### src/rtl/seq_divider_pkg.sv
// Shared definitions for the sequential restoring divider: FSM encoding and default width.
package seq_divider_pkg;

  localparam int unsigned DEFAULT_WIDTH = 8;

  typedef enum logic [1:0] {
    ST_IDLE = 2'd0,
    ST_RUN  = 2'd1,
    ST_DONE = 2'd2
  } state_t;

endpackage

### src/rtl/seq_divider_ripple_subtractor.sv
// N-bit a - b as a ripple chain of full-adder cells (a + ~b + 1); carry_out=1 means no borrow.
module ripple_subtractor #(
  parameter int unsigned N = 9
) (
  input  logic [N-1:0] a,
  input  logic [N-1:0] b,
  output logic [N-1:0] diff,
  output logic         carry_out
);

  logic [N:0]   carry;
  logic [N-1:0] b_n;

  assign carry[0] = 1'b1;
  assign b_n      = ~b;

  for (genvar i = 0; i < N; i++) begin : g_fa
    assign diff[i]      = a[i] ^ b_n[i] ^ carry[i];
    assign carry[i + 1] = (a[i] & b_n[i]) | (carry[i] & (a[i] ^ b_n[i]));
  end

  assign carry_out = carry[N];

endmodule

### src/rtl/seq_divider.sv
// Multi-cycle unsigned restoring divider: one quotient bit per clock, start/busy/done handshake.
module seq_divider
  import seq_divider_pkg::*;
#(
  parameter int unsigned WIDTH = DEFAULT_WIDTH
) (
  input  logic             clk,
  input  logic             rst,
  input  logic             start,
  input  logic [WIDTH-1:0] dividend,
  input  logic [WIDTH-1:0] divisor,
  output logic             busy,
  output logic             done,
  output logic [WIDTH-1:0] quotient,
  output logic [WIDTH-1:0] remainder,
  output logic             div_by_zero
);

  localparam int unsigned PW    = WIDTH + 1;
  localparam int unsigned CNT_W = $clog2(WIDTH + 1);

  state_t             state_q, state_d;
  logic [PW-1:0]      p_q, p_d;
  logic [WIDTH-1:0]   q_q, q_d;
  logic [WIDTH-1:0]   dvs_q, dvs_d;
  logic [CNT_W-1:0]   cnt_q, cnt_d;
  logic               dz_q, dz_d;
  logic               busy_d, done_d, dbz_d;
  logic [WIDTH-1:0]   quo_d, rem_d;

  logic [PW-1:0]      p_shift_c;
  logic [WIDTH-1:0]   q_shift_c;
  logic [PW-1:0]      trial_c;
  logic               no_borrow_c;
  logic               accept_c;

  // Shift {P,Q} left by one; trial subtraction runs on the shifted partial remainder
  assign p_shift_c = {p_q[WIDTH-1:0], q_q[WIDTH-1]};
  assign q_shift_c = {q_q[WIDTH-2:0], 1'b0};

  ripple_subtractor #(.N(PW)) u_sub (
    .a         (p_shift_c),
    .b         ({1'b0, dvs_q}),
    .diff      (trial_c),
    .carry_out (no_borrow_c)
  );

  assign accept_c = start && (state_q != ST_RUN);

  // Next-state and datapath update
  always_comb begin
    state_d = state_q;
    p_d     = p_q;
    q_d     = q_q;
    dvs_d   = dvs_q;
    cnt_d   = cnt_q;
    dz_d    = dz_q;
    done_d  = 1'b0;
    quo_d   = quotient;
    rem_d   = remainder;
    dbz_d   = div_by_zero;

    case (state_q)
      ST_RUN: begin
        if (no_borrow_c) begin
          p_d = trial_c;
          q_d = q_shift_c | WIDTH'(1);
        end else begin
          p_d = p_shift_c;
          q_d = q_shift_c;
        end
        cnt_d = cnt_q - CNT_W'(1);
        if (cnt_q == CNT_W'(1)) state_d = ST_DONE;
      end
      ST_DONE: begin
        done_d  = 1'b1;
        quo_d   = q_q;
        rem_d   = p_q[WIDTH-1:0];
        dbz_d   = dz_q;
        state_d = ST_IDLE;
      end
      default: state_d = ST_IDLE;
    endcase

    // New request from IDLE or straight out of DONE (back-to-back)
    if (accept_c) begin
      dvs_d = divisor;
      if (divisor == '0) begin
        state_d = ST_DONE;
        p_d     = {1'b0, dividend};
        q_d     = '1;
        cnt_d   = '0;
        dz_d    = 1'b1;
      end else begin
        state_d = ST_RUN;
        p_d     = '0;
        q_d     = dividend;
        cnt_d   = CNT_W'(WIDTH);
        dz_d    = 1'b0;
      end
    end

    busy_d = (state_d == ST_RUN);
  end

  always_ff @(posedge clk or posedge rst) begin
    if (rst) begin
      state_q     <= ST_IDLE;
      p_q         <= '0;
      q_q         <= '0;
      dvs_q       <= '0;
      cnt_q       <= '0;
      dz_q        <= 1'b0;
      busy        <= 1'b0;
      done        <= 1'b0;
      quotient    <= '0;
      remainder   <= '0;
      div_by_zero <= 1'b0;
    end else begin
      state_q     <= state_d;
      p_q         <= p_d;
      q_q         <= q_d;
      dvs_q       <= dvs_d;
      cnt_q       <= cnt_d;
      dz_q        <= dz_d;
      busy        <= busy_d;
      done        <= done_d;
      quotient    <= quo_d;
      remainder   <= rem_d;
      div_by_zero <= dbz_d;
    end
  end

endmodule

### config.mk
export PLATFORM = sky130hd
export DESIGN_NAME = seq_divider
export DESIGN_NICKNAME = d
export VERILOG_FILES = /design/src/rtl/seq_divider_pkg.sv /design/src/rtl/seq_divider_ripple_subtractor.sv /design/src/rtl/seq_divider.sv
export SDC_FILE = /design/constraint.sdc
export NUM_CORES = 1
export LEC_CHECK = 0
export CORE_MARGIN = 1.5
export CORE_UTILIZATION = 42
export CTS_CLUSTER_SIZE = 30
export DETAILED_ROUTE_END_ITERATION = 6
export PLACE_DENSITY = 0.69
export RECOVER_POWER = 100
export REMOVE_ABC_BUFFERS = 1
export SYNTH_ARGS = -nofsm -noshare
export SYNTH_HDL_FRONTEND = slang
export SYNTH_SLANG_ARGS = --single-unit
### constraint.sdc
create_clock -name clk -period 5.06 [get_ports clk]
set_clock_uncertainty 0.2 [all_clocks]
set_input_delay 1.265 -clock clk [delete_from_list [all_inputs] [get_ports clk]]
set_output_delay 1.265 -clock clk [all_outputs]
set_load 0.03 [all_outputs]
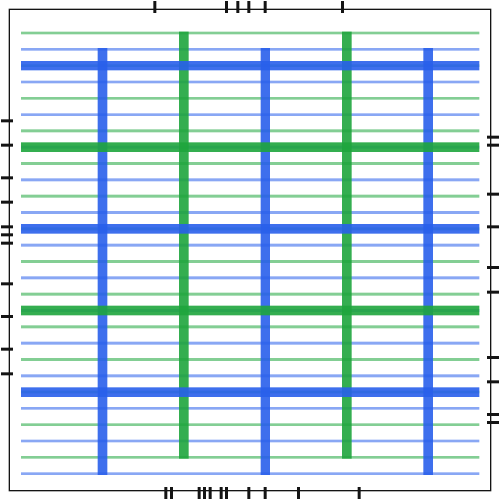
Fig. 1. Supply network (run 1).
Drawn at 6 px/um. Pins as bars on the die edge.
Key: VSS = blue; VDD = green
38 signal pins sit on the boundary. 5 straps on met5. 5 straps on met4. 28 met1 rails follow the rows.

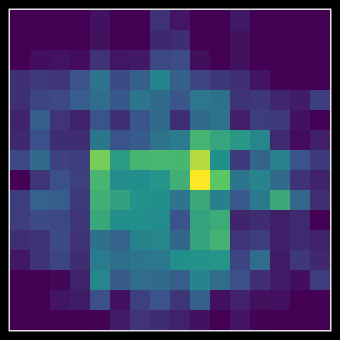
Fig. 2. Routed metal per tile (run 1).
Drawn at 4 px/um. 16 x 16 tiles, from dark purple (low) to yellow (high), scaled to the fullest tile. Values are wire area over tile area, all layers added.
The emptiest ninth of the die: upper right. 10% of the tiles are over half the peak. The fullest tile reaches 0.55.
combined global-route utilization of all metal layers: 16.3%
Vias: 1684
routed len/inst: 15.8 um
Final Routed Wirelength: 4890 um

==> job_summary.md, run 1 <==
### Flow metrics

| Metric | Value |
|---|---|
| Status | `finished with violations` |
| Failing checks | `max-capacitance violations, max-slew violations` |
| Portion of the layout cell area used by clock cells | `2.66%` |
| Fmax | `about 240 MHz` |
| Longest Clk Path Bufs | `2` |
| Chip Area, Yosys | `around 2500 sq um` |
| Kind of critical path | `reg -> reg` |
| Chip Footprint | `approximately 6400 sq um` |
| Fraction of area in registers | `42.2%` |
| Slew @ Worst Pin | `roughly 1.9 ns` |
| Max Cap Viol | `2` |
| Post-layout worst setup margin | `0.817 ns` |
| CP max stage delay | `~0.4 ns` |
| Largest net degree at the start of global routing | `a little over 50` |
| # Post-CTS Setup Buffers | `0` |
| HP Class | `reg -> reg` |
| Root Buffer | `clkbuf_8` |
| Well Taps | `slightly above 70` |
| CTS tree | `done` |
| Setup crit start kind | `register` |
| Power, Total | `between 1.5 and 2 mW` |
| Syn avg cell area | `approximately 12 sq um` |
| Yosys cell count | `about 200` |
| Comb area share | `36.2%` |
| Mux frac, synth | `between 10% and 20%` |
| Non-clock buffer share | `between 10 and 15%` |
| Resize count post-CTS | `0` |
| Synth Cell Area | `roughly 2500 sq um` |
| Top cell by count, worst path | `fa_1` |
| WP data required | `5.04 ns` |
| Top logic family | `multiplexers` |
| And+or+nand+nor area frac | `7.74%` |
| Vias in the first global route | `between 1500 and 2000` |
| FFs w/ async S/R, synth | `100%` |
| Setup-failing EPs final | `0` |
| CLK BUF | `5` |
| Period utilisation layout | `between 80% and 90%` |
| Core area | `5610 sq um` |
| First-pass DRT Iterations | `5` |
| And-or/or-and share of the synthesized area | `between 10 and 15%` |
| Final Max Slew Viols | `~62` |
| Post-synth EDFFs | `0` |
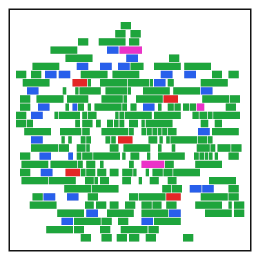
Fig. 3. Sizing map (run 1).
Drawn at 3 px/um.
Key: _6 and larger = red [cells 5, share 2.1%]; _3 and _4 cells = magenta [cells 3, share 1.3%]; _2 cells = blue [cells 29, share 12%]; _0 and _1 cells = green [cells 201, share 84%]

run 1: flip-flops by register name, summed over array words and instances, names as in the netlist, 2 cells and up:
name and flops:
remainder 8, dvs_q 8, q_q 8, quotient 8, cnt_q 4, state_q 2, p_q 8
run 1: path summary, 6_finish.rpt:
kind	to	slack, ns	depth (start not counted)
min	quotient[3]$_DFFE_PP0P_	0.30	1
max reg2reg	p_q[5]$_DFFE_PP0P_	0.82	15
max in group asynchronous	dvs_q[1]$_DFFE_PP0P_	1.78	2
min in group asynchronous	cnt_q[3]$_DFFE_PP0P_	1.80	2
max	p_q[5]$_DFFE_PP0P_	0.82	15
min reg2reg	quotient[3]$_DFFE_PP0P_	0.30	1
run 1: cell usage in the layout, fill, tap and decap left out, types with 3 or more instances in the layout:
master | netlist | final
o22ai_1 | 3 | 3
clkdlybuf4s50_1 | 0 | 15
o221ai_1 | 8 | 8
dfrtp_1 | 50 | 50
ha_1 | 3 | 3
fa_1 | 7 | 7
a2111oi_0 | 8 | 8
mux2i_1 | 10 | 10
inv_1 | 23 | 23
mux2_2 | 26 | 26
nand2_1 | 5 | 5
o2bb2ai_1 | 7 | 7
dlygate4sd3_1 | 0 | 22
o21ai_0 | 16 | 16
clkbuf_8 | 0 | 5
nand3_1 | 8 | 8
run 1: power by group through the flow:
stage          clock network, mW  registers (mW)  logic, mW
6_report                   0.224           0.721      0.930
5_1_grt                    0.250           0.746       1.03
4_1_cts                    0.231           0.725      0.968
3_5_place_dp                   0           0.732      0.964
3_3_place_gp                   0           0.730      0.946
2_1_floorplan                  0           0.809      0.567
run 1: layer usage:
layer  wire length [um]  global-route usage, %  vias to the layer above
met5                  0                      0                        -
met4                 78                   6.72                        0
met3                217                   3.77                        8
met2               2290                   24.0                       38
met1               2310                   22.9                      838
li1                   -                      -                      800
==> run 2: changes to the inputs <==
- clock period: 5.06 -> 4 ns (I/O delays scaled with it)
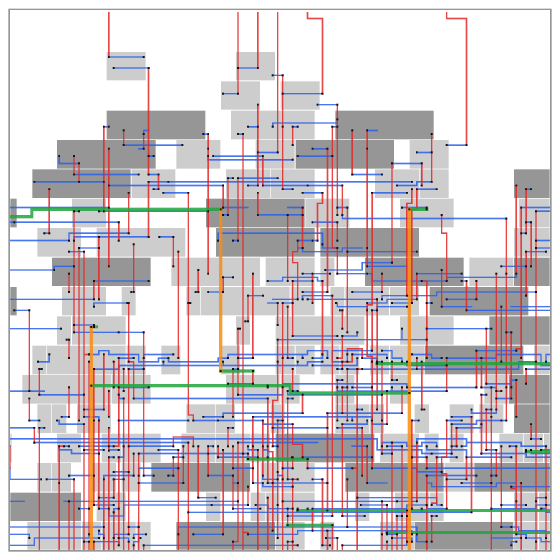
Fig. 4. Zoomed window (run 2).
Window x 15 to 65, y 30 to 80 um. Cells in grey, sequential cells in the stronger grey; small squares are vias.
Key: metal 3 = green; metal 2 = red; metal 4 = orange; metal 1 = blue
Most frequent: dfrtp_1 (20), inv_1 (15), o21ai_0 (14). 123 logic cells have their middle in the window. Sequential cells in the window: 20. Netlist names of flops here include `p_q` (6), `dvs_q` (4), `remainder` (4).

==> run 2 against run 1 <==
The flow still finishes with violations (max-capacitance violations, max-slew violations). Total power rose by 32%. Non-clock buffer count grew 7. First-iteration DRC count is 10% higher. Highest routed layer unchanged. Critical path depth did not move.
==> job_summary.md, run 2 <==
### Flow metrics

| Metric | Value |
|---|---|
| Status | `finished with violations` |
| Failing checks | `max-capacitance violations, max-slew violations` |
| Longest Clk Path Bufs | `2` |
| R2R Path End | `p_q[7]$_DFFE_PP0P_` |
| Most frequent cells in the layout | `dfrtp_1 (50), mux2_2 (26), dlygate4sd3_1 (22)` |
| Chip Footprint | `6400 sq um` |
| CP max stage delay | `about 0.43 ns` |
| First-pass DRT Iterations | `4` |
| CTS tree | `done` |
| Fmax | `~260 MHz` |
| Final Max Slew Viols | `roughly 62` |
| Met1 WL | `~2300 um` |
| Chip Area, Yosys | `between 2000 and 2500 sq um` |
| Largest net degree at the start of global routing | `51` |
| Hold path depth | `1` |
| Synth Cell Area | `2490 sq um` |
| FFs w/ async S/R, synth | `100%` |
| HP Class | `reg -> reg` |
| Max Cap Viol | `2` |
| Period utilisation layout | `roughly 97%` |
run 2: cell counts after synthesis:
Identical to the previous run, type by type.
run 2: cells by family (layout without fill, tap and decap cells):
group                    after synthesis  in the layout  share of synthesized area, %
flip-flops                            50             50                          50.3
AND-OR/OR-AND                         44             44                          12.8
multiplexers                          36             36                          15.8
buffers and inverters                 35             78                          5.93
AND/OR/NAND/NOR                       27             27                          7.74
adder cells (fa/ha/maj)               10             10                          7.14
XOR/XNOR                               1              1                         0.352
run 2: layout make-up:
cell class              count  share of cell area (%)
clock buffers               7                    3.16
flip-flops and latches     50                    41.1
repair buffers             46                    13.9
well taps                  72                    2.96
multi-input cells         118                    35.7
inverters                  24                    2.96
clock inverters             1                   0.287
run 2: repair_timing:
action	4_1_cts	5_1_grt
buffers inserted	1	1
cloned	0	0
resized	3	5
endpoints found under the setup margin	2	4
pin swaps	0	2
run 2: worst max-delay path: cells and delay by family, from the launching register on:
family	cells	cell delay, ns
flops	1	0.37
compound gates	2	0.24
simple gates	1	0.17
buf+inv	4	0.23
fa+ha+maj	8	2.54
run 2: through the flow:
stage / hold WS, ns / worst slack [ns] / cells
finish: 0.308 / 0.122 / 318
floorplan: 0.271 / 0.119 / 192
global placement: 0.287 / 0.0613 / 308
global route: 0.330 / 0.0107 / 318
CTS: 0.316 / 0.0348 / 317
detailed placement: 0.291 / -0.0724 / 308
run 2: power by group through the flow:
stage	clock (mW)	sequential, mW	combinational (mW)
2_1_floorplan	0	1.02	0.718
3_3_place_gp	0	0.920	1.21
3_5_place_dp	0	0.928	1.24
4_1_cts	0.339	0.918	1.27
5_1_grt	0.361	0.947	1.37
6_report	0.329	0.911	1.24
Power is estimated from default activity; no workload was simulated.
